## src/rtl/pipe_pkg.sv

```systemverilog
// Shared constants for the inter-stage pipeline registers: ID/EXE control bit map,
// architectural widths and default bundle sizes.
package pipe_pkg;
    localparam int WORD_W     = 32;
    localparam int REG_ADDR_W = 5;

    // ID/EXE control bundle bit positions
    localparam int WREG     = 0;
    localparam int M2REG    = 1;
    localparam int WMEM     = 2;
    localparam int JAL      = 3;
    localparam int ALUIMM   = 4;
    localparam int SHIFT    = 5;
    localparam int ALUC_LSB = 6;
    localparam int ALUC_W   = 4;
    localparam int RN_LSB   = ALUC_LSB + ALUC_W;
    localparam int RN_W     = REG_ADDR_W;
    localparam int IDEXE_CTRL_BITS = RN_LSB + RN_W;

    localparam int CTRL_W_DEF = 16;
    localparam int DATA_W_DEF = 4 * WORD_W;
    localparam int CNT_W_DEF  = 16;

    typedef struct packed {
        logic [CTRL_W_DEF-IDEXE_CTRL_BITS-1:0] rsvd;
        logic [RN_W-1:0]   rn;
        logic [ALUC_W-1:0] aluc;
        logic              shift;
        logic              aluimm;
        logic              jal;
        logic              wmem;
        logic              m2reg;
        logic              wreg;
    } idexe_ctrl_t;

    typedef struct packed {
        logic [WORD_W-1:0] a;
        logic [WORD_W-1:0] b;
        logic [WORD_W-1:0] imm;
        logic [WORD_W-1:0] pc4;
    } idexe_data_t;
endpackage

```

## src/rtl/pipe_stage_reg_if.sv

```systemverilog
// Upstream/downstream valid-ready bundle of one pipeline register stage.
// slave = the stage itself, master = the surrounding pipeline.
interface pipe_stage_reg_if #(
    parameter int CTRL_W = 16,
    parameter int DATA_W = 128
);
    logic              in_valid;
    logic              in_ready;
    logic [CTRL_W-1:0] in_ctrl;
    logic [DATA_W-1:0] in_data;
    logic              out_valid;
    logic              out_ready;
    logic [CTRL_W-1:0] out_ctrl;
    logic [DATA_W-1:0] out_data;

    modport slave (
        input  in_valid, in_ctrl, in_data, out_ready,
        output in_ready, out_valid, out_ctrl, out_data
    );
    modport master (
        output in_valid, in_ctrl, in_data, out_ready,
        input  in_ready, out_valid, out_ctrl, out_data
    );
endinterface

```

## src/rtl/pipe_skid_slot.sv

```systemverilog
// Single-entry holding register (valid + ctrl + data). Control is zeroed whenever
// the slot empties so a bubble can never carry live write enables.
module pipe_skid_slot
    import pipe_pkg::*;
#(
    parameter int CTRL_W = CTRL_W_DEF,
    parameter int DATA_W = DATA_W_DEF
) (
    input  logic              clock,
    input  logic              resetn,
    input  logic              ld,
    input  logic              clr,
    input  logic [CTRL_W-1:0] d_ctrl,
    input  logic [DATA_W-1:0] d_data,
    output logic              valid,
    output logic [CTRL_W-1:0] ctrl,
    output logic [DATA_W-1:0] data
);
    // load wins over clear: a pop with a same-cycle refill keeps the slot full
    always_ff @(posedge clock or negedge resetn) begin
        if (!resetn) begin
            valid <= 1'b0;
            ctrl  <= '0;
            data  <= '0;
        end else if (ld) begin
            valid <= 1'b1;
            ctrl  <= d_ctrl;
            data  <= d_data;
        end else if (clr) begin
            valid <= 1'b0;
            ctrl  <= '0;
        end
    end
endmodule

```

## src/rtl/pipe_stage_reg.sv

```systemverilog
// Generic inter-stage pipeline register with stall, flush and a saturating bubble counter.
// Define PIPE_SKID_EN to add a 1-entry skid slot and a registered in_ready.
module pipe_stage_reg
    import pipe_pkg::*;
#(
    parameter int CTRL_W = CTRL_W_DEF,
    parameter int DATA_W = DATA_W_DEF,
    parameter int CNT_W  = CNT_W_DEF
) (
    input  logic             clock,
    input  logic             resetn,
    input  logic             flush,
    input  logic             stall,
    pipe_stage_reg_if.slave  bus,
    output logic [1:0]       occ,
    output logic [CNT_W-1:0] bubble_cnt
);
    logic              live, pop, acc, in_ready;
    logic              main_valid, main_ld, main_clr, nxt_valid;
    logic [CTRL_W-1:0] main_ctrl, main_d_ctrl;
    logic [DATA_W-1:0] main_data, main_d_data;

    // flush dominates stall, both freeze the handshake
    assign live = !stall && !flush;
    assign pop  = live && main_valid && bus.out_ready;

`ifdef PIPE_SKID_EN
    logic              skid_valid, skid_ld, skid_clr;
    logic [CTRL_W-1:0] skid_ctrl;
    logic [DATA_W-1:0] skid_data;

    // ready depends only on state and the hazard inputs, never on out_ready
    assign in_ready    = resetn && live && !skid_valid;
    assign acc         = bus.in_valid && in_ready;
    assign main_ld     = (pop && skid_valid) || (acc && (!main_valid || pop));
    assign main_d_ctrl = skid_valid ? skid_ctrl : bus.in_ctrl;
    assign main_d_data = skid_valid ? skid_data : bus.in_data;
    assign skid_ld     = acc && main_valid && !pop;
    assign skid_clr    = flush || (pop && skid_valid);
    assign occ         = {1'b0, main_valid} + {1'b0, skid_valid};

    pipe_skid_slot #(.CTRL_W(CTRL_W), .DATA_W(DATA_W)) u_skid (
        .clock  (clock),
        .resetn (resetn),
        .ld     (skid_ld),
        .clr    (skid_clr),
        .d_ctrl (bus.in_ctrl),
        .d_data (bus.in_data),
        .valid  (skid_valid),
        .ctrl   (skid_ctrl),
        .data   (skid_data)
    );
`else
    assign in_ready    = resetn && live && (!main_valid || bus.out_ready);
    assign acc         = bus.in_valid && in_ready;
    assign main_ld     = acc;
    assign main_d_ctrl = bus.in_ctrl;
    assign main_d_data = bus.in_data;
    assign occ         = {1'b0, main_valid};
`endif

    assign main_clr  = flush || pop;
    assign nxt_valid = main_ld || (main_valid && !main_clr);

    pipe_skid_slot #(.CTRL_W(CTRL_W), .DATA_W(DATA_W)) u_main (
        .clock  (clock),
        .resetn (resetn),
        .ld     (main_ld),
        .clr    (main_clr),
        .d_ctrl (main_d_ctrl),
        .d_data (main_d_data),
        .valid  (main_valid),
        .ctrl   (main_ctrl),
        .data   (main_data)
    );

    always_ff @(posedge clock or negedge resetn) begin
        if (!resetn)
            bubble_cnt <= '0;
        else if (!nxt_valid && bubble_cnt != '1)
            bubble_cnt <= bubble_cnt + CNT_W'(1);
    end

    assign bus.in_ready  = in_ready;
    assign bus.out_valid = main_valid;
    assign bus.out_ctrl  = main_ctrl;
    assign bus.out_data  = main_data;
endmodule

```

## src/flat_wrapper.sv

```systemverilog
// flat-port wrapper written by rule: the top's interface ports become plain ports
module pipe_stage_reg_flat import pipe_pkg::*;
#(
    parameter int CTRL_W = CTRL_W_DEF,
    parameter int DATA_W = DATA_W_DEF,
    parameter int CNT_W  = CNT_W_DEF
)
  (clock, resetn, flush, stall, occ, bubble_cnt, bus_in_valid, bus_in_ctrl, bus_in_data, bus_out_ready, bus_in_ready, bus_out_valid, bus_out_ctrl, bus_out_data);
  pipe_stage_reg_if #(.CTRL_W(CTRL_W), .DATA_W(DATA_W)) bus_i ();
  input  logic clock;
  input  logic resetn;
  input  logic flush;
  input  logic stall;
  output logic [1:0] occ;
  output logic [CNT_W-1:0] bubble_cnt;
  input wire logic [$bits(bus_i.in_valid)-1:0] bus_in_valid;
  input wire logic [$bits(bus_i.in_ctrl)-1:0] bus_in_ctrl;
  input wire logic [$bits(bus_i.in_data)-1:0] bus_in_data;
  input wire logic [$bits(bus_i.out_ready)-1:0] bus_out_ready;
  output wire logic [$bits(bus_i.in_ready)-1:0] bus_in_ready;
  output wire logic [$bits(bus_i.out_valid)-1:0] bus_out_valid;
  output wire logic [$bits(bus_i.out_ctrl)-1:0] bus_out_ctrl;
  output wire logic [$bits(bus_i.out_data)-1:0] bus_out_data;
  assign bus_i.in_valid = bus_in_valid;
  assign bus_i.in_ctrl = bus_in_ctrl;
  assign bus_i.in_data = bus_in_data;
  assign bus_i.out_ready = bus_out_ready;
  assign bus_in_ready = bus_i.in_ready;
  assign bus_out_valid = bus_i.out_valid;
  assign bus_out_ctrl = bus_i.out_ctrl;
  assign bus_out_data = bus_i.out_data;
  pipe_stage_reg #(.CTRL_W(CTRL_W), .DATA_W(DATA_W), .CNT_W(CNT_W)) u_core (.clock(clock), .resetn(resetn), .flush(flush), .stall(stall), .bus(bus_i), .occ(occ), .bubble_cnt(bubble_cnt));
endmodule
```

## config.mk

```make
export PLATFORM = sky130hd
export DESIGN_NAME = pipe_stage_reg_flat
export DESIGN_NICKNAME = d
export VERILOG_FILES = /design/src/rtl/pipe_pkg.sv /design/src/rtl/pipe_stage_reg_if.sv /design/src/rtl/pipe_skid_slot.sv /design/src/rtl/pipe_stage_reg.sv /design/src/flat_wrapper.sv
export SDC_FILE = /design/constraint.sdc
export NUM_CORES = 1
export LEC_CHECK = 0
export CAP_MARGIN = 20
export CELL_PAD_IN_SITES_DETAIL_PLACEMENT = 1
export CELL_PAD_IN_SITES_GLOBAL_PLACEMENT = 1
export CORE_ASPECT_RATIO = 0.8
export CORE_MARGIN = 1.5
export CORE_UTILIZATION = 32
export CTS_BUF_LIST = sky130_fd_sc_hd__clkbuf_4 sky130_fd_sc_hd__clkbuf_8
export DETAILED_ROUTE_END_ITERATION = 7
export PLACE_DENSITY_LB_ADDON = 0.12
export RECOVER_POWER = 25
export SYNTH_ARGS = -nofsm -noshare
export SYNTH_HDL_FRONTEND = slang
export SYNTH_SLANG_ARGS = --single-unit
```

## constraint.sdc

```tcl
create_clock -name clock -period 2.4 [get_ports clock]
set_input_delay 0.36 -clock clock [delete_from_list [all_inputs] [get_ports clock]]
set_output_delay 0.36 -clock clock [all_outputs]
set_load 0.1 [all_outputs]
```

congestion.png
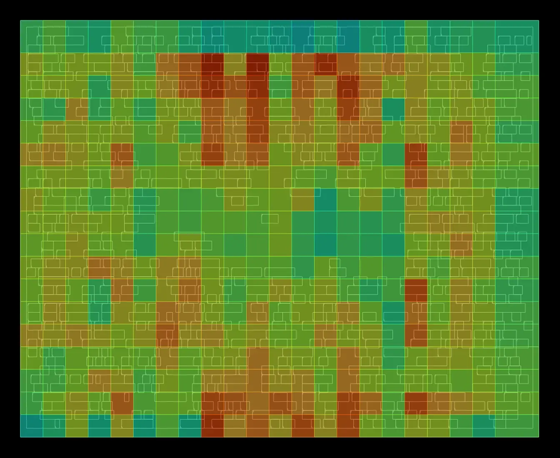
routing usage on met2: 31.4%
met1 usage: 20.2%

detail.png
Window x 64 to 94, y 23 to 53 um. Cells in gray, sequential cells in the stronger gray; small squares are vias.
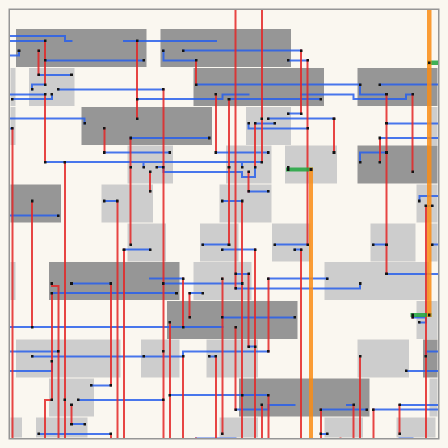
Key: red = metal 2; blue = metal 1; orange = metal 4; green = metal 3
Sequential cells in the window: 9. 32 logic cells have their middle in the window. Most frequent: dfrtp_1 (9), buf_4 (8), clkdlybuf4s50_1 (6). Netlist names of flops here include u_core.u_main.ctrl (5), u_core.u_main.data (4).

layer_met4.png
Drawn at 3 px/um. Supply wires on this layer in gray.
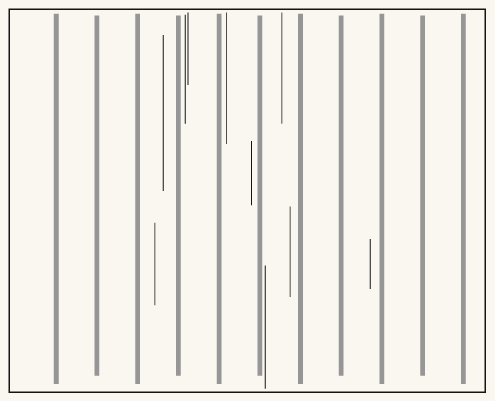
The longest straight run is 51.7 um. The layer carries 327 um of wire. The wires run mostly vertical. The layer holds 1.8% of the routed length.
Routed WL: 18300 um
routed via count: 4492

metal_density.png
Drawn at 2 px/um. 32 x 25 tiles, from white (low) to dark blue (high), scaled to the fullest tile. Values are wire area over tile area, all layers added.
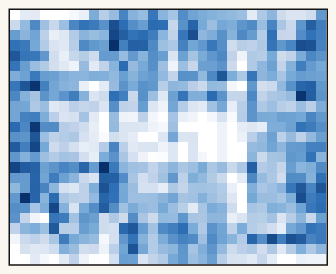
The emptiest ninth of the die: middle. The mean over all tiles is 0.15. The densest ninth of the die: top middle.

logic_types.png
Drawn at 4 px/um.
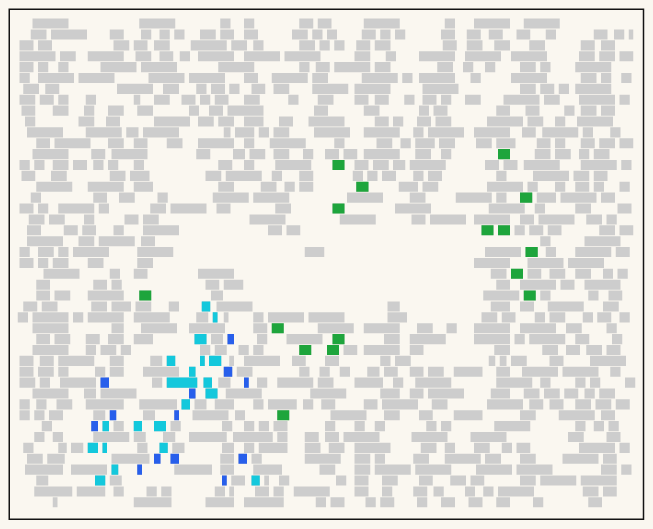
Key: cyan = nor cells [cells 20, most used nor4_1, where bottom left]; green = non-inverting ao/oa cells [cells 16, most used a22o_1, where middle]; blue = nand cells [cells 13, most used nand3_1, where bottom left]
highest-count logic cell in the final layout: sky130_fd_sc_hd__buf_4
Post-Layout Cell Count: 985

==> GITHUB_STEP_SUMMARY <==
## Synthesis and layout report

| Metric | Value |
|---|---|
| Outcome | `completed` |
| Final cell area excluding filler cells | `0.00969 mm2` |
| Critical Path End Type | `primary output` |
| Reg-to-reg setup timing slack | `between 0.5 and 0.6 ns` |
| Final setup fails | `0` |
| Number of levels the H-tree was split into | `4` |
| Clock transition at the registers of the reported paths | `about 0.1 ns` |
| Sw Ratio | `55.1%` |
| Cell type of the slowest stage on the worst timing path | `sky130_fd_sc_hd__dfrtp_2` |
| Top cells by count | `sky130_fd_sc_hd__dfrtp_1 (161), sky130_fd_sc_hd__mux2_2 (130), sky130_fd_sc_hd__a22o_1 (16)` |
| Clock share of power | `between 10% and 20%` |
| Portion of total power attributed to sequential cells | `30.3%` |
| Core utilization before placement | `around a third` |
| Number of enable-type register cells in the synthesized netlist | `0` |
| Largest area contributor in the synthesized netlist | `sky130_fd_sc_hd__dfrtp_1` |
| Post-Route Skew | `0.0115 ns` |
| Top delay family on crit path | `flip-flops` |
| Iteration-0 DRC count of the detailed router | `154` |
| Layout Area Growth over Synthesis | `57.2%` |
| Pre-CTS setup slack | `0.0778 ns` |
| Count of synthesis-stage warnings from yosys | `0` |
| Reg2Reg Launch Point | `u_core.bubble_cnt[0]$_DFFE_PN0P_` |
| Num ports | `about 310` |
| Total buffers and inverters traversed by the critical path | `1` |
| Number of nets with antenna violations after routing | `0` |
| Crit-path max FO | `6` |
| Portion of total power attributed to combinational logic | `55.0%` |
| Final slew viol count | `0` |
| TritonCTS clock tree | `built` |
| Clk ins delay skew pair | `0.46 ns` |
| Number of DRC violations after detailed routing | `0` |
| Relative slew slack | `between 40% and 50%` |
| Avg Inst Size Synth | `~16 um2` |
| Mapped Nets | `537` |
| Post-CTS setup repair buffer count | `0` |
| Cells in synth_stat.txt | `386` |
| Minimum hold slack | `0.229 ns` |
| Crit path DAT | `1.59 ns` |
| Worst r2r dst | `u_core.bubble_cnt[12]$_DFFE_PN0P_` |
| Placement row count | `45` |
| Total count of hold-check failures in the final report | `0` |
| Static leakage | `approximately 4.3 nW` |
| Max cap viols | `0` |
| Number of antenna violations at the first check in global routing | `1` |
| X dimension of the die | `between 150 and 200 um` |
| Sum of internal, switching and leakage power | `12.4 mW` |
| Switch Pwr | `6.85 mW` |
| Worst Reg2Reg Path Length in Cells | `5` |
| Placed instance count | `~950` |
| Max IR drop VDD | `0.00115 V` |
| Layer carrying the most global-route usage | `met2` |
| Worst setup SP type | `flop` |
| Buffers added on ports | `between 300 and 400` |
| Maximum number of pins on one net before global-route repair | `162` |
| Cts-stage hold buffer count | `0` |
| Total die size | `roughly 0.020 mm2` |
| Placed wire-length estimate | `about 14000 um` |
| Share of the cycle needed by the critical path after routing | `roughly 81%` |
| Die Y | `127 um` |
| Number of library cell types mapped by synthesis | `31` |
| Vias per cell | `~4.6` |
-- logic make-up after synthesis --
group	share of synthesized area, %
AND-OR/OR-AND	3.13
XOR/XNOR	1.85
adder cells (fa/ha/maj)	0.203
buffers and inverters	1.81
flip-flops	65.3
multiplexers	23.9
other	0.0608
AND/OR/NAND/NOR	3.71
-- power groups by stage --
stage	Clock, mW	Sequential (mW)	Combinational, mW
finish	1.83	3.77	6.84
global route	2.02	3.87	7.02
CTS	1.90	3.78	6.88
detailed placement	0	3.82	6.88
global placement	0	3.79	6.82
floorplan	0	8.27	0.719
-- cell type report --
type | count | area (um2)
timing repair buffer | 327 | 2910
multi-input combinational | 202 | 2060
clock buffer | 18 | 241
inverter | 4 | 15.0
tap | 258 | 323
fill | 1936 | 9230
clock inverter | 14 | 105
sequential | 161 | 4040
antenna | 1 | 2.50
-- state kept, by name, indices dropped and copies added, names as in the netlist --
name                 flops
u_core.u_main.data     128
u_core.u_main.ctrl      16
u_core.bubble_cnt       16
u_core.u_main.valid      1
-- routing by layer --
layer | vias up | share of wire [%]
met5 | - | 0
met1 | 2235 | 38
met3 | 23 | 10
met2 | 190 | 50
met4 | 0 | 1.8
li1 | 2044 | -
-- cell usage in the layout (no fill, tap or decap), drive strengths merged, types with 2 or more instances in the layout --
master         Yosys  layout
a2111oi            2       2
a22o              16      16
buf               17     178
clkbuf             2      19
clkdlybuf4s50      0     148
clkinv             0       7
clkinvlp           0       2
dfrtp            161     161
inv                4       9
mux2             130     130
nand2              4       4
nand3              5       5
nand4              3       3
nor2               3       3
nor3               3       3
nor3b              2       2
nor4               7       7
nor4b              4       4
xor2              12      12
-- worst max path at each step --
| stage | slack (ns) | depth (start not counted) | start | end |
|---|---|---|---|---|
| finish | 0.45 | 2 | u_core.u_main.valid$_DFFE_PN0P_ | bus_in_ready |
| global route | 0.38 | 2 | u_core.u_main.valid$_DFFE_PN0P_ | bus_in_ready |
| CTS | 0.40 | 2 | u_core.u_main.valid$_DFFE_PN0P_ | bus_in_ready |
| detailed placement | 0.08 | 6 | bus_out_ready | u_core.u_main.data[98]$_DFFE_PN0N_ |
| global placement | 0.13 | 6 | bus_out_ready | u_core.u_main.data[110]$_DFFE_PN0N_ |
| floorplan | 0.004 | 4 | u_core.bubble_cnt[4]$_DFFE_PN0P_ | u_core.bubble_cnt[1]$_DFFE_PN0P_ |
No activity file was given, so power comes from the tool's default toggle rates.
